--- src/rtl/btables_ctrl.sv ---
// btables_ctrl -- sequencer for the branch-predictor GHR and weight tables.
//
// Clears every weight row after reset, then merges fetch pushes and
// resolution weight updates into one table command per cycle. A mispredicted
// resolution emits a GHR correction command and then a weight write. After
// that write, pending work is discarded.
//
// Ports:
//   fire               clock; all state changes on its rising edge
//   i_rst              synchronous active-high reset
//   i_fetchValid_1     fetch offers i_fetchBNum_3 (1..4) new branches
//   i_fetchBNum_3      and their GHR entries on i_fetchGHR_132
//   i_fetchGHR_132
//   o_fetchStall_1     fetch not accepted this cycle (combinational handshake)
//   i_resValid_1       a resolution {mispred, row, weights} is offered
//   i_resMispred_1
//   i_resWeightPos_8
//   i_resWeights_72
//   o_resReady_1       resolution accepted when valid (combinational handshake)
//   o_tblWrite_1       table command strobe; payload below is registered
//   o_newPendingB_8
//   o_passBNum_3       GHR push count, 3'b111 = misprediction correction
//   o_newGHREntry_132
//   o_weightWe_1
//   o_errWeightPos_8
//   o_newWeights_72
//   o_pendingB_8       current in-flight branch count
//
// Optional build macro BTABLES_CTRL_STATS_EN adds o_mispredCnt_16 and
// o_cmdCnt_16. Both are saturating counts, of correction commands and of all
// table commands respectively.
module btables_ctrl #(
    parameter int FIFO_DEPTH  = 4,
    parameter int MAX_PENDING = 20,
    parameter int TBL_ENTRIES = 228
) (
    input  logic         fire,
    input  logic         i_rst,
    input  logic         i_fetchValid_1,
    input  logic [2:0]   i_fetchBNum_3,
    input  logic [131:0] i_fetchGHR_132,
    output logic         o_fetchStall_1,
    input  logic         i_resValid_1,
    input  logic         i_resMispred_1,
    input  logic [7:0]   i_resWeightPos_8,
    input  logic [71:0]  i_resWeights_72,
    output logic         o_resReady_1,
    output logic         o_tblWrite_1,
    output logic [7:0]   o_newPendingB_8,
    output logic [2:0]   o_passBNum_3,
    output logic [131:0] o_newGHREntry_132,
    output logic         o_weightWe_1,
    output logic [7:0]   o_errWeightPos_8,
    output logic [71:0]  o_newWeights_72,
    output logic [7:0]   o_pendingB_8
`ifdef BTABLES_CTRL_STATS_EN
    ,
    output logic [15:0]  o_mispredCnt_16,
    output logic [15:0]  o_cmdCnt_16
`endif
);
    localparam int         PW       = $clog2(FIFO_DEPTH);
    localparam logic [1:0] ST_INIT  = 2'd0;
    localparam logic [1:0] ST_RUN   = 2'd1;
    localparam logic [1:0] ST_WFIX  = 2'd2;
    localparam logic [2:0] PASS_FIX = 3'b111;
    localparam logic [7:0] LAST_ROW = 8'(TBL_ENTRIES - 1);

    typedef struct packed {
        logic        mispred;
        logic [7:0]  pos;
        logic [71:0] weights;
    } res_t;

    res_t          fifo_mem [FIFO_DEPTH];
    logic [PW-1:0] rd_ptr_q, rd_ptr_d, wr_ptr_q, wr_ptr_d;
    logic [PW:0]   count_q, count_d;
    logic [1:0]    state_q, state_d;
    logic [7:0]    sweep_q, sweep_d;
    logic [7:0]    pending_q, pending_d;
    logic [7:0]    fix_pos_q, fix_pos_d;
    logic [71:0]   fix_w_q, fix_w_d;

    logic          tbl_write_q, tbl_write_d;
    logic          weight_we_q, weight_we_d;
    logic [2:0]    pass_q, pass_d;
    logic [7:0]    new_pending_q, new_pending_d;
    logic [131:0]  ghr_q, ghr_d;
    logic [7:0]    err_pos_q, err_pos_d;
    logic [71:0]   new_w_q, new_w_d;

    res_t          head;
    logic          in_run, fifo_full, head_valid, head_mis, over_limit;
    logic          stall, ready, push, pop, flush, fetch_acc;
    logic [2:0]    acc_num;

    assign head       = fifo_mem[rd_ptr_q];
    assign in_run     = (state_q == ST_RUN);
    assign fifo_full  = (count_q == (PW+1)'(FIFO_DEPTH));
    assign head_valid = (count_q != '0);
    assign head_mis   = head_valid & head.mispred;
    // 9-bit sum so pending + 4 cannot wrap before the limit compare.
    assign over_limit = (9'(pending_q) + 9'(i_fetchBNum_3)) > 9'(MAX_PENDING);

    // Handshakes are combinational so a request is answered in the same cycle;
    // gating with i_rst keeps them in their reset values while reset is held.
    assign stall      = i_rst | ~in_run | over_limit | head_mis;
    assign ready      = ~i_rst & in_run & ~fifo_full;
    assign push       = i_resValid_1 & ready;
    assign fetch_acc  = i_fetchValid_1 & ~stall;
    assign acc_num    = fetch_acc ? i_fetchBNum_3 : 3'd0;

    always_comb begin
        // NOTE: every variable gets a default here so no path infers a latch.
        state_d       = state_q;
        sweep_d       = sweep_q;
        pending_d     = pending_q;
        fix_pos_d     = fix_pos_q;
        fix_w_d       = fix_w_q;
        tbl_write_d   = 1'b0;
        weight_we_d   = 1'b0;
        pass_d        = pass_q;
        new_pending_d = new_pending_q;
        ghr_d         = ghr_q;
        err_pos_d     = err_pos_q;
        new_w_d       = new_w_q;
        pop           = 1'b0;
        flush         = 1'b0;

        case (state_q)
            ST_INIT: begin
                tbl_write_d   = 1'b1;
                weight_we_d   = 1'b1;
                pass_d        = 3'd0;
                new_pending_d = 8'd0;
                err_pos_d     = sweep_q;
                new_w_d       = '0;
                if (sweep_q == LAST_ROW) begin
                    sweep_d = 8'd0;
                    state_d = ST_RUN;
                end else begin
                    sweep_d = sweep_q + 8'd1;
                end
            end
            ST_RUN: begin
                if (head_mis) begin
                    // Correction command. The row data is replayed next cycle.
                    tbl_write_d   = 1'b1;
                    pass_d        = PASS_FIX;
                    new_pending_d = pending_q;
                    pop           = 1'b1;
                    fix_pos_d     = head.pos;
                    fix_w_d       = head.weights;
                    state_d       = ST_WFIX;
                end else if (fetch_acc | head_valid) begin
                    tbl_write_d = 1'b1;
                    pop         = head_valid;
                    weight_we_d = head_valid;
                    pass_d      = acc_num;
                    ghr_d       = i_fetchGHR_132;
                    if (head_valid) begin
                        err_pos_d = head.pos;
                        new_w_d   = head.weights;
                    end
                    // A resolution arriving with nothing pending does not decrement.
                    pending_d     = pending_q + 8'(acc_num)
                                  - 8'(head_valid && (pending_q != 8'd0));
                    new_pending_d = pending_d;
                end
            end
            ST_WFIX: begin
                tbl_write_d   = 1'b1;
                weight_we_d   = 1'b1;
                err_pos_d     = fix_pos_q;
                new_w_d       = fix_w_q;
                pass_d        = 3'd0;
                new_pending_d = 8'd0;
                pending_d     = 8'd0;
                flush         = 1'b1;
                state_d       = ST_RUN;
            end
            default: state_d = ST_INIT;
        endcase

        if (flush) begin
            rd_ptr_d = '0;
            wr_ptr_d = '0;
            count_d  = '0;
        end else begin
            rd_ptr_d = rd_ptr_q + PW'(pop);
            wr_ptr_d = wr_ptr_q + PW'(push);
            count_d  = count_q + (PW+1)'(push) - (PW+1)'(pop);
        end
    end

    always_ff @(posedge fire) begin
        // NOTE: sequential state uses non-blocking assignments only.
        if (i_rst) begin
            state_q       <= ST_INIT;
            sweep_q       <= '0;
            pending_q     <= '0;
            rd_ptr_q      <= '0;
            wr_ptr_q      <= '0;
            count_q       <= '0;
            fix_pos_q     <= '0;
            fix_w_q       <= '0;
            tbl_write_q   <= 1'b0;
            weight_we_q   <= 1'b0;
            pass_q        <= '0;
            new_pending_q <= '0;
            ghr_q         <= '0;
            err_pos_q     <= '0;
            new_w_q       <= '0;
        end else begin
            state_q       <= state_d;
            sweep_q       <= sweep_d;
            pending_q     <= pending_d;
            rd_ptr_q      <= rd_ptr_d;
            wr_ptr_q      <= wr_ptr_d;
            count_q       <= count_d;
            fix_pos_q     <= fix_pos_d;
            fix_w_q       <= fix_w_d;
            tbl_write_q   <= tbl_write_d;
            weight_we_q   <= weight_we_d;
            pass_q        <= pass_d;
            new_pending_q <= new_pending_d;
            ghr_q         <= ghr_d;
            err_pos_q     <= err_pos_d;
            new_w_q       <= new_w_d;
        end
    end

    // NOTE: FIFO storage has no reset; count_q alone decides which entries are valid.
    always_ff @(posedge fire) begin
        if (push) begin
            fifo_mem[wr_ptr_q] <= '{mispred: i_resMispred_1,
                                    pos:     i_resWeightPos_8,
                                    weights: i_resWeights_72};
        end
    end

    assign o_fetchStall_1    = stall;
    assign o_resReady_1      = ready;
    assign o_tblWrite_1      = tbl_write_q;
    assign o_newPendingB_8   = new_pending_q;
    assign o_passBNum_3      = pass_q;
    assign o_newGHREntry_132 = ghr_q;
    assign o_weightWe_1      = weight_we_q;
    assign o_errWeightPos_8  = err_pos_q;
    assign o_newWeights_72   = new_w_q;
    assign o_pendingB_8      = pending_q;

`ifdef BTABLES_CTRL_STATS_EN
    logic        fix_cmd;
    logic [15:0] mispred_cnt_q, cmd_cnt_q;

    assign fix_cmd = in_run & head_mis;

    always_ff @(posedge fire) begin
        if (i_rst) begin
            mispred_cnt_q <= '0;
            cmd_cnt_q     <= '0;
        end else begin
            if (tbl_write_d && (cmd_cnt_q != 16'hFFFF))
                cmd_cnt_q <= cmd_cnt_q + 16'd1;
            if (fix_cmd && (mispred_cnt_q != 16'hFFFF))
                mispred_cnt_q <= mispred_cnt_q + 16'd1;
        end
    end

    assign o_mispredCnt_16 = mispred_cnt_q;
    assign o_cmdCnt_16     = cmd_cnt_q;
`endif
endmodule

--- config.mk ---
export PLATFORM = sky130hd
export DESIGN_NAME = btables_ctrl
export DESIGN_NICKNAME = d
export VERILOG_FILES = /design/src/rtl/btables_ctrl.sv
export SDC_FILE = /design/constraint.sdc
export NUM_CORES = 1
export LEC_CHECK = 0
export CAP_MARGIN = 0
export CORE_MARGIN = 5
export CORE_UTILIZATION = 45
export CTS_CLUSTER_DIAMETER = 80
export DETAILED_ROUTE_END_ITERATION = 10
export PLACE_DENSITY = 0.74
export SYNTH_ARGS = -nofsm -noshare
export SYNTH_HDL_FRONTEND = slang
export SYNTH_SLANG_ARGS = --single-unit
--- constraint.sdc ---
create_clock -name fire -period 16.1 [get_ports fire]
set_input_delay 1.61 -clock fire [delete_from_list [all_inputs] [get_ports fire]]
set_output_delay 1.61 -clock fire [all_outputs]
set_load 0.005 [all_outputs]
### Pin map, run 1

Bar = 100 um. Pins as bars across the die edge, other pins in grey.
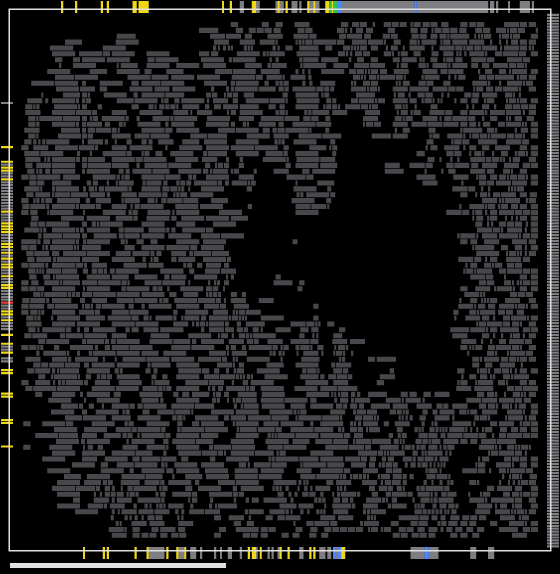
Key: red = `o_resReady_1` [pins 1, direction output, edge left]; yellow = `i_resWeights_72` [pins 72, direction input, edge 32 left, 22 top, 18 bottom]; green = `o_passBNum_3` [pins 3, direction output, edge top]; blue = `o_newPendingB_8` [pins 8, direction output, edge 5 bottom, 3 top]
All pins by edge: 182 right, 126 top, 74 left, 73 bottom.
die height: 250.1 um
Port Buffers: 454
die x size: 250.1 um

### Met1 routing, run 1

Bar = 100 um.
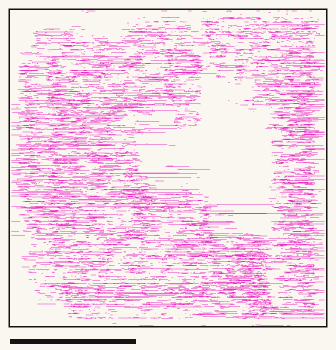
The layer holds 38% of the routed length. The layer carries 27.6 mm of wire. The longest straight run is 85.1 um. 2546 nets have wire on it.

### Sequential cells coloured by netlist name, run 1

Bar = 100 um.
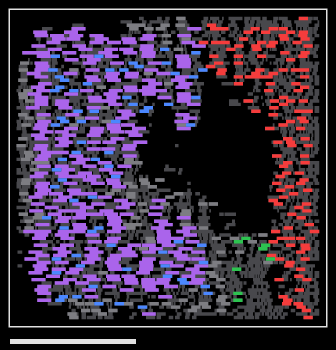
Key: purple = `fifo_mem` [flops 324]; blue = `fix_w_q` [flops 72]; green = `o_pendingB_8` [flops 8, where lower right]; red = `o_newGHREntry_132` [flops 132, where a vertical strip on the right]
Another 118 sequential cells are not coloured.
P_seq: 1.78 mW
register area: 16340 um^2

==> results.yml, run 1 <==
# synthesis and place-and-route metrics
run_status:
  status: "completed"
worst_hold_path:
  hold_start: "o_newGHREntry_132[95]"
  whs_path_depth: 2
cells_and_area:
  final_common_cell: "clkdlybuf4s50_1"
  comb.multi_input.count: 1266
  logic_area_um2: 8925
  seq_share_pct: 48.96
sta:
  fin_crit_sh_pct: 37.61
  slew_violations: 0
  layout_setup_ws_ns: 10.04
  worst_slew_pin_slew_ns: 1.168
  fin_tns_setup_ns: 0
  relSlewSlack_pct: 22.15
routing:
  viasPerCell: 5.514
  drt_iter0_drc: 1376
  wl_per_cell_um: 22.08
  drtAntennaViolNets: 0
clock_tree:
  cts_buffers: 69
worst_setup_path:
  cp_data_arrival_time_ns: 6.57
  crit_start: "i_fetchBNum_3[0]"
  cp_max_fo: 64
  reg2reg_depth: 8
  start_kind: "primary input"
  r2r_setup_slack_ns: 11.01
grt:
  grt_overflow: 0
  grt_antenna_before_repair: 7
synth:
  yosys.stat.seqShare_pct: 62.95
  topCellsByArea: "edfxtp_1, dfxtp_1, mux4_2"
  synth_warnings: 0
  synth_cells: 2094
  synth_area_per_cell_um2: 12.39
  ys.flops: 654
floorplan:
  core_area_um2: 57370
place:
  post-dp-hpwl_um: 45760
  dp_slack_ns: 9.502
-- run 1: cells by family (layout without fill, tap and decap cells) --
logic type      count (synthesis)  after routing  share of synthesized area [%]
simple gates                  690            690                          11.48
flops                         654            654                          62.95
compound gates                310            310                          8.081
mux                           216            216                          12.24
buf+inv                       174            624                          3.008
fa+ha+maj                      32             32                          1.630
xor+xnor                       18             18                         0.6075
other cells                     0              3                              0
-- run 1: report_power, final --
| part | internal [mW] | switching (mW) |
|---|---|---|
| Sequential | 1.77 | 0.0141 |
| Combinational | 0.122 | 0.146 |
| Clock | 0.992 | 0.654 |
-- run 1: cells in the mapped netlist, types with 2 or more instances --
| cell type | number |
|---|---|
| clkbuf_1 | 119 |
| nand2_1 | 403 |
| o2bb2ai_1 | 6 |
| and2_1 | 69 |
| edfxtp_1 | 324 |
| a31oi_1 | 2 |
| a21o_1 | 65 |
| o21ai_0 | 6 |
| buf_8 | 9 |
| o21bai_1 | 3 |
| o211ai_1 | 5 |
| a21oi_1 | 112 |
| nand3_1 | 81 |
| nor3_1 | 8 |
| buf_4 | 6 |
| o21a_1 | 2 |
| nand2b_1 | 4 |
| ha_1 | 29 |
| buf_2 | 3 |
| buf_1 | 14 |
| and3_1 | 2 |
| nor4_1 | 5 |
| a22oi_1 | 70 |
| a22o_1 | 10 |
| mux2i_1 | 134 |
| a211oi_1 | 7 |
| mux4_2 | 81 |
| xnor2_1 | 9 |
| xor2_1 | 9 |
| fa_1 | 3 |
| o31ai_1 | 7 |
| dfxtp_1 | 330 |
| nand4_1 | 3 |
| inv_1 | 22 |
| a31o_2 | 4 |
| nor2b_1 | 5 |
| nor3b_1 | 6 |
| nor2_1 | 98 |
-- run 1: critical path: stages --
cell             delay (ns)
clkdlybuf4s50_1        0.48
ha_1                   0.28
fa_1                   0.43
xnor2_1                0.20
o32ai_1                0.09
o32a_1                 0.45
nor4b_4                0.53
o21a_4                 0.42
buf_4                  0.72
buf_4                  0.93
mux2i_1                0.28
-- run 1: state kept, by name, indices dropped and copies added, names as in the netlist, 72 cells and up --
| register | cells |
|---|---|
| o_newGHREntry_132 | 132 |
| fifo_mem | 324 |
| fix_w_q | 72 |
| o_newWeights_72 | 72 |
-- run 1: metal layers --
layer / wire length, um / global-route usage, % / vias up
met5: 74 / 0 / -
met1: 27560 / 26.92 / 8925
li1: - / - / 8322
met3: 6516 / 5.773 / 150
met4: 2968 / 9.356 / 10
met2: 36020 / 38.62 / 857
-- run 1: per-stage QoR --
| step | hold slack (ns) | util, % | cell area (um^2) | std cells |
|---|---|---|---|---|
| after floorplan | 0.4366 | - | 25950 | 2094 |
| after global placement | 0.4405 | 54.09 | 31030 | 3184 |
| after detailed placement | 0.4438 | 54.09 | 31030 | 3184 |
| after CTS | 0.4540 | 58.18 | 33370 | 3309 |
| after global routing | 0.4694 | 58.18 | 33380 | 3310 |
| final | 0.4534 | 58.19 | 33380 | 3312 |
### Layout detail, run 1

Bar = 20 um. Region (100, 150) to (150, 200) um. Cells in grey, sequential cells in the stronger grey; small squares are vias.
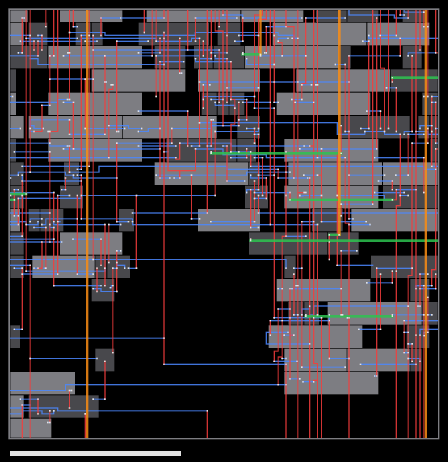

--- run 2 (diff from run 1) ---
PLACE_DENSITY = 0.77   (was 0.74)
clock period = 5.4 ns   (was 16.1 ns; I/O delays follow)
### Layout detail, run 2

Bar = 20 um. Region (100, 150) to (150, 200) um. Cells in grey, sequential cells in the stronger grey; small squares are vias.
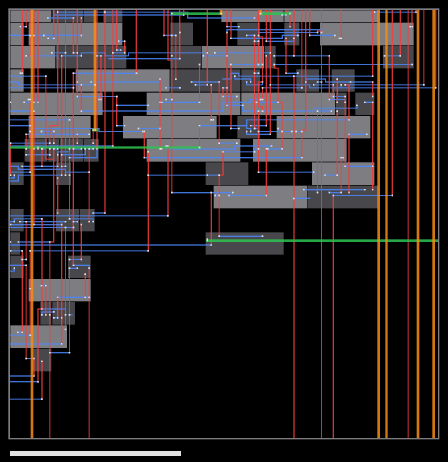
Key: green = M3; blue = M1; orange = M4; red = M2
Sequential cells in the window: 18. Most frequent: edfxtp_1 (12), and2_1 (6), dfxtp_1 (6). 53 logic cells have their middle in the window. Netlist names of flops here include `fifo_mem` (12), `fix_w_q` (6).

==> run 2 against run 1 <==
Against the previous run: synthesized cell count did not move; via count is 0.70% lower; clock skew about the same; power went up to 2.9 times the previous value; sequential power increased to 3.0 times the previous value; cell area hardly changed; die size unchanged; wire length is 2.4% lower; setup slack worse by 9.0 ns; register-to-register slack worse by 10 ns; critical path type unchanged; critical endpoint is now o_newPendingB_8[7].
==> results.yml, run 2 <==
# synthesis and place-and-route metrics
worst_setup_path:
  critPathBufInv: 3
  cp_data_arrival_time_ns: 4.93
  cp_max_fo: 5
  start_kind: "primary input"
  cp_cell_sequence: "clkdlybuf4s50_1 -> ha_1 -> fa_1 -> xnor2_1 -> o32ai_1 -> o32a_1 -> nor4b_4 -> buf_4 -> nand2_1 -> ha_1 -> inv_1 -> ha_1 -> nand3_1 -> o211ai_1 -> a221oi_1 -> xnor2_1 -> mux2_2 -> o2bb2ai_1"
  crit_slowest_cell: "clkdlybuf4s50_1"
  cpMostUsedCell: "ha_1"
synth:
  top_cell: "nand2_1"
  synth_cells: 2094
  yosys.stat.seqShare_pct: 62.95
  ys.flops: 654
  synthTopCellsByCount: "nand2_1, dfxtp_1, edfxtp_1, mux2i_1, clkbuf_1"
  topCellsByArea: "edfxtp_1, dfxtp_1, mux4_2"
  synth_warnings: 0
  synth_area_per_cell_um2: 12.39
sta:
  fin_crit_sh_pct: 81.43
  slew_violations: 0
  relSlewSlack_pct: 20.14
  fin_tns_setup_ns: 0
cells_and_area:
  regMostFlops: "fifo_mem"
  logic_area_um2: 8941
  regArea_um2: 16340
  largest_reg_flops: 324
  fin_util_pct: 58.24
  fin_area_um2: 33410
  final_common_cell: "clkdlybuf4s50_1"
grt:
  grt_overflow: 0
  grt_antenna_before_repair: 6
floorplan:
  dieHeight_um: 250.1
  core_area_um2: 57370
  die_w_um: 250.1
routing:
  drt_iter0_drc: 1289
  dr_wl_met2_um: 35280
  met1_length_um: 27730
  wl_met3_um: 5759
  viasPerCell: 5.470
  top_layer_used: "met5"
  wl_per_cell_um: 21.54
clock_tree:
  cts_buffers: 68
run_status:
  status: "completed"
place:
  placed_cell_area_um2: 31170
  post-dp-hpwl_um: 45510
### Sequential cells coloured by netlist name, run 2

Bar = 100 um.
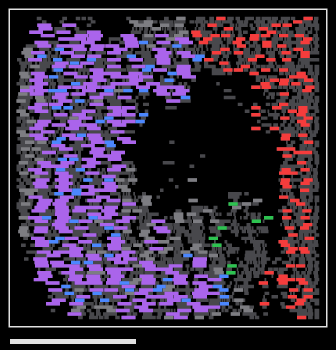
Key: red = `o_newGHREntry_132` [flops 132, where a vertical strip on the right]; blue = `fix_w_q` [flops 72]; green = `o_pendingB_8` [flops 8]; purple = `fifo_mem` [flops 324]
Another 118 sequential cells are not coloured.

## run 2: netlist changes by cell type in the layout (fill, tap and decap cells not counted), sizes merged
cell      change
clkinv        +2
diode         -1
buf           +6
bufinv        -5
clkinvlp      -2
clkbuf        +3
inv           +1
## run 2: layer usage
metal  track usage (%)  up-vias
met5                 0        -
met4             8.530        8
met3             5.555      123
met2             38.35      733
met1             26.50     8951
li1                  -     8322
## run 2: where the power goes
group          total (mW)  internal [mW]  switching [mW]  leakage (nW)
registers            5.31           5.26          0.0433          5.58
clock network        4.67           2.75            1.92          1.09
logic               0.804          0.370           0.435          4.88
## run 2: tightest hold or removal path: stages, from the launching register on
cell and delay, ns:
dfxtp_1 0.31, nand2_1 0.05, a21oi_1 0.05
## run 2: cells by family (layout without fill, tap and decap cells)
logic type	count (synthesis)	after routing	share of synthesized area (%)
and+or+nand+nor	690	690	11.48
buffers and inverters	174	629	3.008
DFF	654	654	62.95
AOI/OAI and AO/OA	310	310	8.081
other	0	2	0
xor gates and xnor gates	18	18	0.6075
muxes	216	216	12.24
adders and majority gates	32	32	1.630
## run 2: worst paths after layout
kind	cells after the start	from	slack (ns)	to
worst max-delay path	18	i_fetchBNum_3[0]	1.00	o_newPendingB_8[7]
worst max register to register	17	o_pendingB_8[0]	1.03	o_newPendingB_8[7]
worst min register to register	2	o_newWeights_72[3]	0.45	o_newWeights_72[3]
worst min-delay path	2	o_newWeights_72[3]	0.45	o_newWeights_72[3]
## run 2: final cells by class
class / instances / area share (%)
Sequential cell: 654 / 48.92
Multi-Input combinational cell: 1266 / 26.76
Timing Repair Buffer: 482 / 14.46
Clock buffer: 102 / 5.929
Tap cell: 765 / 2.865
Clock inverter: 22 / 0.7640
Inverter: 23 / 0.2809
Antenna cell: 2 / 0.01498
## run 2: per-stage QoR
step,worst slack [ns],cells
2_1_floorplan,0.1005,2094
3_3_place_gp,0.5245,3190
3_5_place_dp,0.4330,3190
4_1_cts,1.079,3314
5_1_grt,0.7186,3314
6_report,1.003,3316
### The clock network, run 2

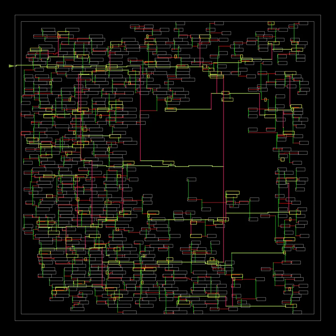

--- run 3 (diff from run 2) ---
PLACE_DENSITY = 0.74   (was 0.77)
clock period = 4.3 ns   (was 5.4 ns; I/O delays follow)
### The clock network, run 3

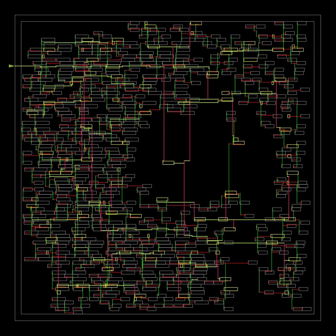
clk_buf instances: 96
flop count: 654
skew final: 0.01720 ns

### Pin map, run 3

Bar = 100 um. Pins as bars across the die edge, other pins in grey.
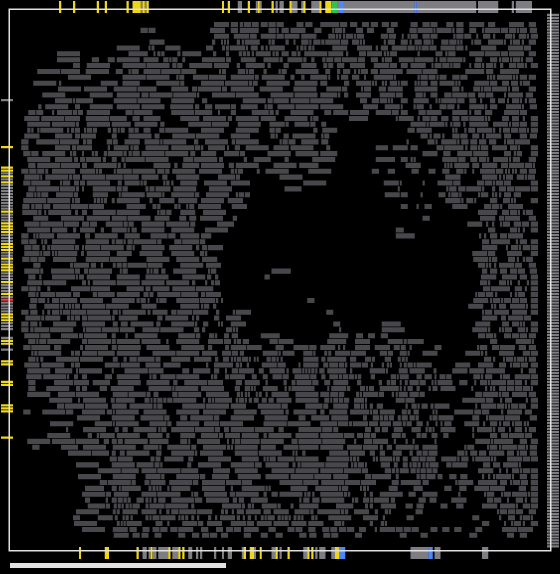
Key: blue = `o_newPendingB_8` [pins 8, direction output, edge 5 bottom, 3 top]; red = `o_resReady_1` [pins 1, direction output, edge left]; yellow = `i_resWeights_72` [pins 72, direction input, edge 32 left, 22 top, 18 bottom]; green = `o_passBNum_3` [pins 3, direction output, edge top]

==> run 3 against run 2 <==
Against the previous run: hold slack got worse by 0.31 ns; setup slack got worse by 0.81 ns; combinational power rose by 28%; utilization rose by 0.49 points; wire length fell by 0.33%; clock-buffer cell count fell by 6; final cell count rose by 0.69%; synthesized area did not move; clock power rose by about 30%; cell area rose by 0.84%; non-clock buffer count rose by 21; critical endpoint is now o_newPendingB_8[6]; power rose by 28%.
==> results.yml, run 3 <==
# synthesis and place-and-route metrics
synth:
  synth_cells: 2094
  synthTopCellsByCount: "nand2_1, dfxtp_1, edfxtp_1, mux2i_1, clkbuf_1"
  synthAoiAreaFrac_pct: 8.081
  yosys.stat.seqShare_pct: 62.95
  ys_sh_simple_pct: 11.48
  synth-xor-area-share_pct: 0.6075
  top_logic_kind: "multiplexers"
  top_cell: "nand2_1"
  mux_share_pct: 12.24
  synth_warnings: 0
  ys.flops: 654
  synth_area_per_cell_um2: 12.39
  topCellsByArea: "edfxtp_1, dfxtp_1, mux4_2"
routing:
  viasPerCell: 5.443
  drtAntennaViolNets: 0
  drt_iter0_drc: 1288
worst_hold_path:
  whs_path_depth: 2
place:
  placed_cell_area_um2: 31350
  portBuffers: 454
  post-dp-hpwl_um: 45080
clock_tree:
  cts_buffers: 70
worst_setup_path:
  r2r_setup_slack_ns: 0.19
  cp_cell_sequence: "ha_1 -> fa_1 -> nor2_1 -> o32ai_1 -> o32a_1 -> nor4b_4 -> nand2_1 -> ha_1 -> inv_1 -> ha_1 -> fa_1 -> a211o_1 -> a21oi_1 -> o21bai_1 -> xor2_1 -> a21oi_1 -> o2bb2ai_1"
  reg2reg_depth: 17
  crit_slowest_cell: "fa_1"
  cp_max_fo: 6
  cpMostUsedCell: "ha_1"
  start_kind: "flip-flop"
sta:
  worst_slew_pin_slew_ns: 1.180
  relSlewSlack_pct: 21.36
  fin_crit_sh_pct: 95.55
  hold_ws_ns: 0.1456
  slew_violations: 0
cells_and_area:
  largest_reg_flops: 324
  final_common_cell: "clkdlybuf4s50_1"
  regMostFlops: "fifo_mem"
  fin_area_um2: 33690
run_status:
  status: "completed"
grt:
  grt_overflow: 0
floorplan:
  dieHeight_um: 250.1
run 3: cell count changes in the layout (fill, tap and decap cells not counted), moves of 2 or more:
cell	previous run	this run
buf_12	6	9
bufinv_16	4	7
clkinv_2	7	12
buf_4	22	40
clkbuf_16	69	72
clkinv_1	3	5
clkbuf_8	13	5
run 3: layout make-up:
| class | count | area (um^2) |
|---|---|---|
| clock inverter | 31 | 369.1 |
| antenna | 1 | 2.502 |
| sequential | 654 | 16340 |
| fill | 4531 | 23680 |
| inverter | 23 | 93.84 |
| tap | 765 | 957.2 |
| timing repair buffer | 503 | 5026 |
| multi-input combinational | 1266 | 8952 |
| clock buffer | 96 | 1942 |
run 3: worst paths after layout:
check	endpoint	startpoint
setup / recovery	o_newPendingB_8[6]	o_pendingB_8[0]
hold / removal	o_pendingB_8[2]	i_rst
setup reg to reg	o_newPendingB_8[6]	o_pendingB_8[0]
hold reg to reg	o_newWeights_72[46]	o_newWeights_72[46]
run 3: where the power goes:
group,switching [mW],internal [mW]
Clock,2.45,3.61
Combinational,0.552,0.478
Sequential,0.0518,6.61
run 3: per-stage QoR:
stage          utilization (%)  setup TNS, ns  setup WS [ns]  std cells  power [mW]
2_1_floorplan                -         -44.18        -0.5454       2094       7.282
3_5_place_dp             54.66         -2.406        -0.3435       3210       7.819
6_report                 58.72              0         0.1915       3339       13.75
3_3_place_gp             54.66         -1.597        -0.2526       3210       7.796
5_1_grt                  58.72       -0.03899       -0.01867       3338       14.22
4_1_cts                  58.69              0        0.03703       3337       13.89
run 3: critical path: cells and delay by family (launching register included):
family / cells / cell delay (ns)
AND-OR/OR-AND: 7 / 1.26
adder cells (fa/ha/maj): 5 / 1.55
buffers and inverters: 1 / 0.04
AND/OR/NAND/NOR: 3 / 0.57
XOR/XNOR: 1 / 0.16
flip-flops: 1 / 0.41
run 3: cells by family after synthesis:
family | count (synthesis)
adder cells (fa/ha/maj) | 32
multiplexers | 216
AND-OR/OR-AND | 310
XOR/XNOR | 18
flip-flops | 654
buffers and inverters | 174
AND/OR/NAND/NOR | 690
run 3: what timing repair did:
| action | in CTS | in global routing |
|---|---|---|
| setup buffers | 0 | 1 |
| endpoints found under the setup margin | 0 | 7 |
| gates resized | 0 | 3 |
run 3: metal layers:
| metal | wire [um] | vias up | GRT usage, % |
|---|---|---|---|
| met5 | 71 | - | 0 |
| met4 | 2478 | 10 | 8.514 |
| met3 | 5550 | 149 | 5.648 |
| met2 | 35650 | 706 | 37.90 |
| met1 | 27430 | 8951 | 26.39 |
| li1 | - | 8359 | - |
No activity file was given, so power comes from the tool's default toggle rates.
